Design hack_cpu_ctrl_flat, sky130hd; sources not shown.
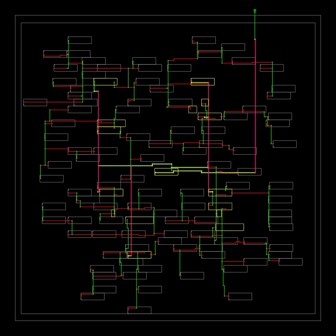
**Above:** run 1 (the clock network).
clock sink count: 101
TritonCTS buffer count: 9
Worst Skew: 0.007561 ns
clock buffers: 10

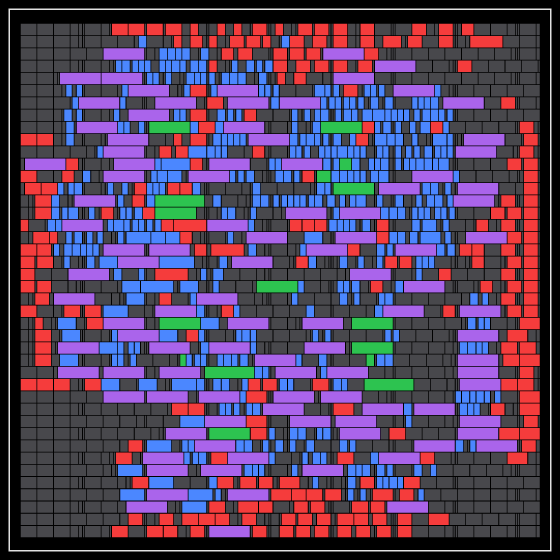
**Above:** run 1 (placement by cell class).
Fill, decap, tap and diode cells in grey.
Key: green = clock drivers and dummy loads [cells 16, share of their area 4.7%]; purple = registers [cells 101, share of their area 35%]; blue = remaining logic cells [cells 450, share of their area 31%]; red = remaining buffers and delay cells [cells 232, share of their area 29%]
core area: 13190 um^2
post-route cell area: 7395 um^2
Final Util: 0.5606
fraction of area in registers: 0.3418

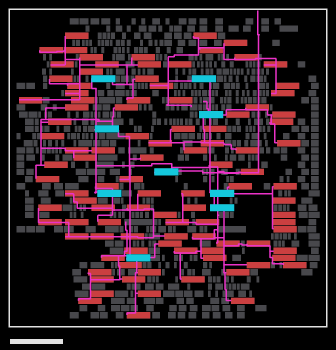
**Above:** run 1 (routed clock nets over the placement).
The bar under the picture is 20 um long.
Key: cyan = clock-net drivers [count 9]; red = flip-flops [count 101]; magenta = clock wires [length 1300 um]
Position of the flops: all over the die.
Clock power frac: 0.154
Clk Latency, worst-skew pair: 0.35 ns
Power Clock: 2.38 mW

==> summary.txt, run 1 <==
fresh numbers from the pnr run: max-slew violations=0, dominant cell type by area after synthesis=dfrtp_1, CP Launch Type=flip-flop, Syn. warnings=0, RSZ-0062 raised after global routing=yes, leakage power=4.025 nW, Setup Crit Path Kind=flip-flop to output port, io pins=190, crit path DRT=1.35 ns, clock buffer depth=2, Yosys cell types=32, sequential power share=0.293, Sum Neg Setup Slack=0 ns, Worst-Margin Slew=0.5709 ns, share of cells above drive strength 1=0.1452, yosys cell count=628, Max Freq=602.8 MHz, register-to-register path setup slack=0.12 ns, count of tool warnings=29, hold buffers post-CTS=0, Int Pwr=8.441 mW, Worst EP arrival=1.32 ns, DRC Markers=0, routed vias/inst=4.949, synthesized cell area=5243 um^2, switch share=0.4540, CTS tree=done, Final ANT Viol Nets=0, CTS clk-pin slew, worst paths=0.07 ns, min-delay worst type=primary input to asynchronous set/reset pin, Die Area=14390 um^2, Final nets=850, Synth top cells by count=nand2_1 (174), dfrtp_1 (101), nand3_1 (60), Final Hold Fails=0, initial antenna violation count=0, Post-Syn Nets=684, Fill cells=1213, Top cells by area=dfrtp_1 (48%), nand2_1 (12%), buf_4 (7.9%), die width=119.9 um, 1st-iter DRT viols=382, Seq share, synth=0.4821, Slew Limit Headroom=0.6194, Post-Route WL=15.33 mm, die height=119.9 um, first-pass GRT wire length=24.55 mm, YS chip area=5243 um^2, largest net degree at the start of global routing=102, Overall Global Routing Usage=0.2168, share of power burned in combinational logic=0.554, Async SR Flop Fraction=1.000, area grow syn2layout=41.05%, total grt overflow=0, FF+latch count, synth=101, IO Port Bufs=189, Critical Path Fanout Max=3, vias in the first global route=4669, Crit. End Element=output port, GPL Wtd Cong=0.8912, post-route minimum period=1.659 ns, H-tree Lvls=3, Core Rows=42, Post-synth EDFFs=0, drt pass-1 iters=5, Sw Pwr=7.020 mW, status=complete, no violations, CTS root buffer=clkbuf_16, post-synthesis cell type with the largest instance count=nand2_1, Top-area cell share=0.4821
## run 1: cell type report
class	instances	area (um^2)	share of cell area
Timing Repair Buffer	232	2105	0.2846
Inverter	58	230.2	0.03113
Sequential cell	101	2527	0.3418
Clock buffer	10	229.0	0.03096
Tap cell	176	220.2	0.02978
Multi-Input combinational cell	392	1972	0.2667
Clock inverter	6	111.4	0.01506
## run 1: cells by family after synthesis
group,count (synthesis),synth area share
buf+inv,135,0.1458
flops,101,0.4821
compound gates,86,0.08520
fa+ha+maj,1,0.002386
mux,20,0.05012
xor+xnor,2,0.003342
simple gates,283,0.2310
## run 1: critical path, cell delays in order (launching register included)
cell      delay (ns)
dfrtp_1         0.41
inv_2           0.10
nand2_4         0.07
clkinv_4        0.07
nand3_4         0.07
nand2_4         0.10
inv_4           0.04
buf_6           0.12
## run 1: through the flow
step,area [um^2],power (mW),worst slack [ns],instances,utilization
floorplan,5243,10.01,0.1589,628,-
global placement,7163,13.77,-0.006654,956,0.5431
detailed placement,7163,13.98,-0.1055,956,0.5431
CTS,7318,15.46,0.02141,974,0.5548
global route,7395,16.44,-0.008126,975,0.5606
finish,7395,15.46,0.03102,975,0.5606
## run 1: power groups by stage
stage / clock (mW) / combinational [mW] / sequential [mW]
after floorplan: 0 / 4.85 / 5.16
after global placement: 0 / 9.26 / 4.52
after detailed placement: 0 / 9.39 / 4.59
after CTS: 2.41 / 8.53 / 4.52
after global routing: 2.51 / 9.26 / 4.67
final: 2.38 / 8.56 / 4.52
## run 1: routing by layer
metal  up-vias  global-route usage  wire [um]
li1       2302                   -          -
met1      2312              0.2766       6388
met2       182              0.3690       7654
met3        29             0.03422        880
met4         0             0.08382        403
met5         -                   0          0
## run 1: cell usage in the layout (no fill, tap or decap), types with 2 or more instances in the layout
cell type,Yosys,layout
nand2_1,174,174
dfrtp_1,101,101
dlygate4sd2_1,0,97
nand3_1,60,60
clkdlybuf4s50_1,0,56
inv_1,52,51
o21ai_1,38,47
buf_4,55,45
nor2_1,34,33
o21ai_0,27,18
a21oi_1,17,17
dlymetal6s2s_1,0,16
buf_2,11,13
mux2_4,10,10
mux2_2,10,10
clkbuf_16,0,9
nand2_4,2,4
nand4_1,4,4
buf_12,0,4
inv_2,4,3
inv_4,1,3
bufinv_16,0,3
clkinv_4,1,2
nand3b_1,2,2
## run 1: timing repair
action	4_1_cts	5_1_grt
setup endpoints to repair	121	37
pin swaps	1	1
cloned	0	0
resized	196	32
setup buffers	2	1
--- run 2 (diff from run 1) ---
- CTS_CLUSTER_SIZE: unset -> 30
==> summary.txt, run 2 <==
fresh numbers from the pnr run: status=complete, no violations (unchanged), core area=13190 um^2 (unchanged), slowest cell delay on critical path=0.41 ns (about the same), CTS tree=done (unchanged), largest net degree at the start of global routing=102 (unchanged), Final Hold Fails=0 (unchanged), crit path DRT=1.35 ns (about the same), CP cell instances=inv_2 > nand2_4 > clkinv_4 > nand3_4 > nand2_4 > inv_4 > buf_6 (unchanged), initial antenna violation count=0 (unchanged), instance area at placement=7163 um^2 (unchanged), Async SR Flop Fraction=1.000 (unchanged), clock sink count=101 (unchanged), Post-synth EDFFs=0 (unchanged), Top cells by area=dfrtp_1 (48%), nand2_1 (12%), buf_4 (7.9%) (unchanged), Syn. warnings=0 (unchanged), register-to-register path setup slack=0.12 ns (about the same), Synth top cells by count=nand2_1 (174), dfrtp_1 (101), nand3_1 (60) (unchanged), die height=119.9 um (unchanged), RSZ-0062 raised after global routing=yes (unchanged), Worst-Margin Slew=0.5709 ns (unchanged), clock buffer depth=2 (unchanged), Setup Crit Path Kind=flip-flop to output port (unchanged), hold buffers post-CTS=0 (unchanged), pre-CTS setup slack=-0.1055 ns (unchanged), GPL Wtd Cong=0.8912 (unchanged), leakage power=4.025 nW (unchanged), Worst EP arrival=1.32 ns (about the same), post-route minimum period=1.659 ns (unchanged), first-pass GRT wire length=24.55 mm (unchanged), Die Area=14390 um^2 (unchanged), min-delay worst type=primary input to asynchronous set/reset pin (unchanged), Max Freq=602.8 MHz (unchanged), Post-Syn Nets=684 (unchanged), DRC Markers=0 (unchanged), YS chip area=5243 um^2 (unchanged), Fill cells=1213 (unchanged), FF+latch count, synth=101 (unchanged), Clk Latency, worst-skew pair=0.35 ns (about the same), area grow syn2layout=41.05% (unchanged), TritonCTS buffer count=9 (unchanged), most used cell, CP=nand2_4 (unchanged), dominant cell type by area after synthesis=dfrtp_1 (unchanged), area of the multi-input gates=1972 um^2 (unchanged), Final nets=850 (unchanged), Top-area cell share=0.4821 (unchanged), routed vias/inst=4.949 (unchanged), drt pass-1 iters=5 (unchanged), yosys cell count=628 (unchanged), total grt overflow=0 (unchanged), Top Layout Cells=nand2_1 (174), dfrtp_1 (101), dlygate4sd2_1 (97), nand3_1 (60), clkdlybuf4s50_1 (56) (unchanged), Post-Route WL=15.33 mm (unchanged), 1st-iter DRT viols=382 (unchanged), Overall Global Routing Usage=0.2168 (unchanged)
[run 2: cell counts in the layout (fill, tap and decap cells not counted)]
Identical to the previous run, type by type.
[run 2: layer usage]
metal / routed length (um) / GRT usage / up-vias
li1: - / - / 2302
met1: 6388 / 0.2766 / 2312
met2: 7654 / 0.3690 / 182
met3: 880 / 0.03422 / 29
met4: 403 / 0.08382 / 0
met5: 0 / 0 / -
[run 2: power by group]
part	total (mW)	leakage (nW)	switching, mW	internal (mW)
sequential	4.52	1.25	0.986	3.54
combinational	8.56	2.61	5.10	3.46
clock	2.38	0.163	0.931	1.45
total	15.5	4.02	7.02	8.44
[run 2: timing repair]
item,CTS,global route
gates cloned,0,0
pin swaps,1,1
gates resized,196,32
setup endpoints to repair,121,37
buffers inserted,2,1
[run 2: kinds of logic (layout without fill, tap and decap cells)]
family | after synthesis | count (layout) | synth area share
compound gates | 86 | 86 | 0.08520
flops | 101 | 101 | 0.4821
fa+ha+maj | 1 | 1 | 0.002386
buf+inv | 135 | 306 | 0.1458
xor+xnor | 2 | 2 | 0.003342
mux | 20 | 20 | 0.05012
simple gates | 283 | 283 | 0.2310
[run 2: worst max-delay path: cells and delay by family (launching register included)]
| family | cells | cell delay (ns) |
|---|---|---|
| flops | 1 | 0.41 |
| simple gates | 3 | 0.24 |
| buf+inv | 4 | 0.33 |
[run 2: through the flow]
step	utilization	hold WS (ns)	power, mW	cells	TNS (ns)
3_5_place_dp	0.5431	0.4493	13.98	956	-0.4383
5_1_grt	0.5606	0.07431	16.44	975	-0.008126
3_3_place_gp	0.5431	0.4387	13.77	956	-0.006654
4_1_cts	0.5548	0.08223	15.46	974	0
2_1_floorplan	-	0.04241	10.01	628	0
6_report	0.5606	0.01947	15.46	975	0
[run 2: area by class of cell]
cell class | instances | share of cell area
clock buffers | 10 | 0.03096
well taps | 176 | 0.02978
multi-input cells | 392 | 0.2667
inverters | 58 | 0.03113
flip-flops and latches | 101 | 0.3418
clock inverters | 6 | 0.01506
repair buffers | 232 | 0.2846
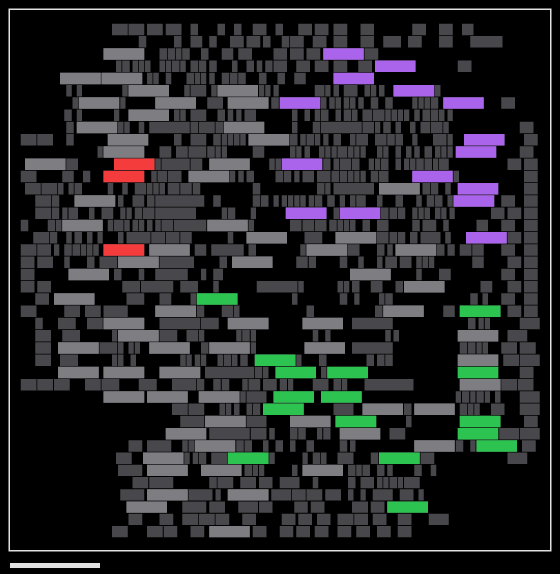
**Above:** run 2 (sequential cells coloured by netlist name).
The bar under the picture is 20 um long.
Key: red = `u_core.state_reg` [sequential cells 3]; purple = `u_core.mem.rom_addr` [sequential cells 15]; green = `u_core.alu_x` [sequential cells 16]
Another 67 sequential cells are not coloured.
power in sequential cells: 4.52 mW
Sequential Area: 2527 um^2

No activity file was given, so power comes from the tool's default toggle rates.
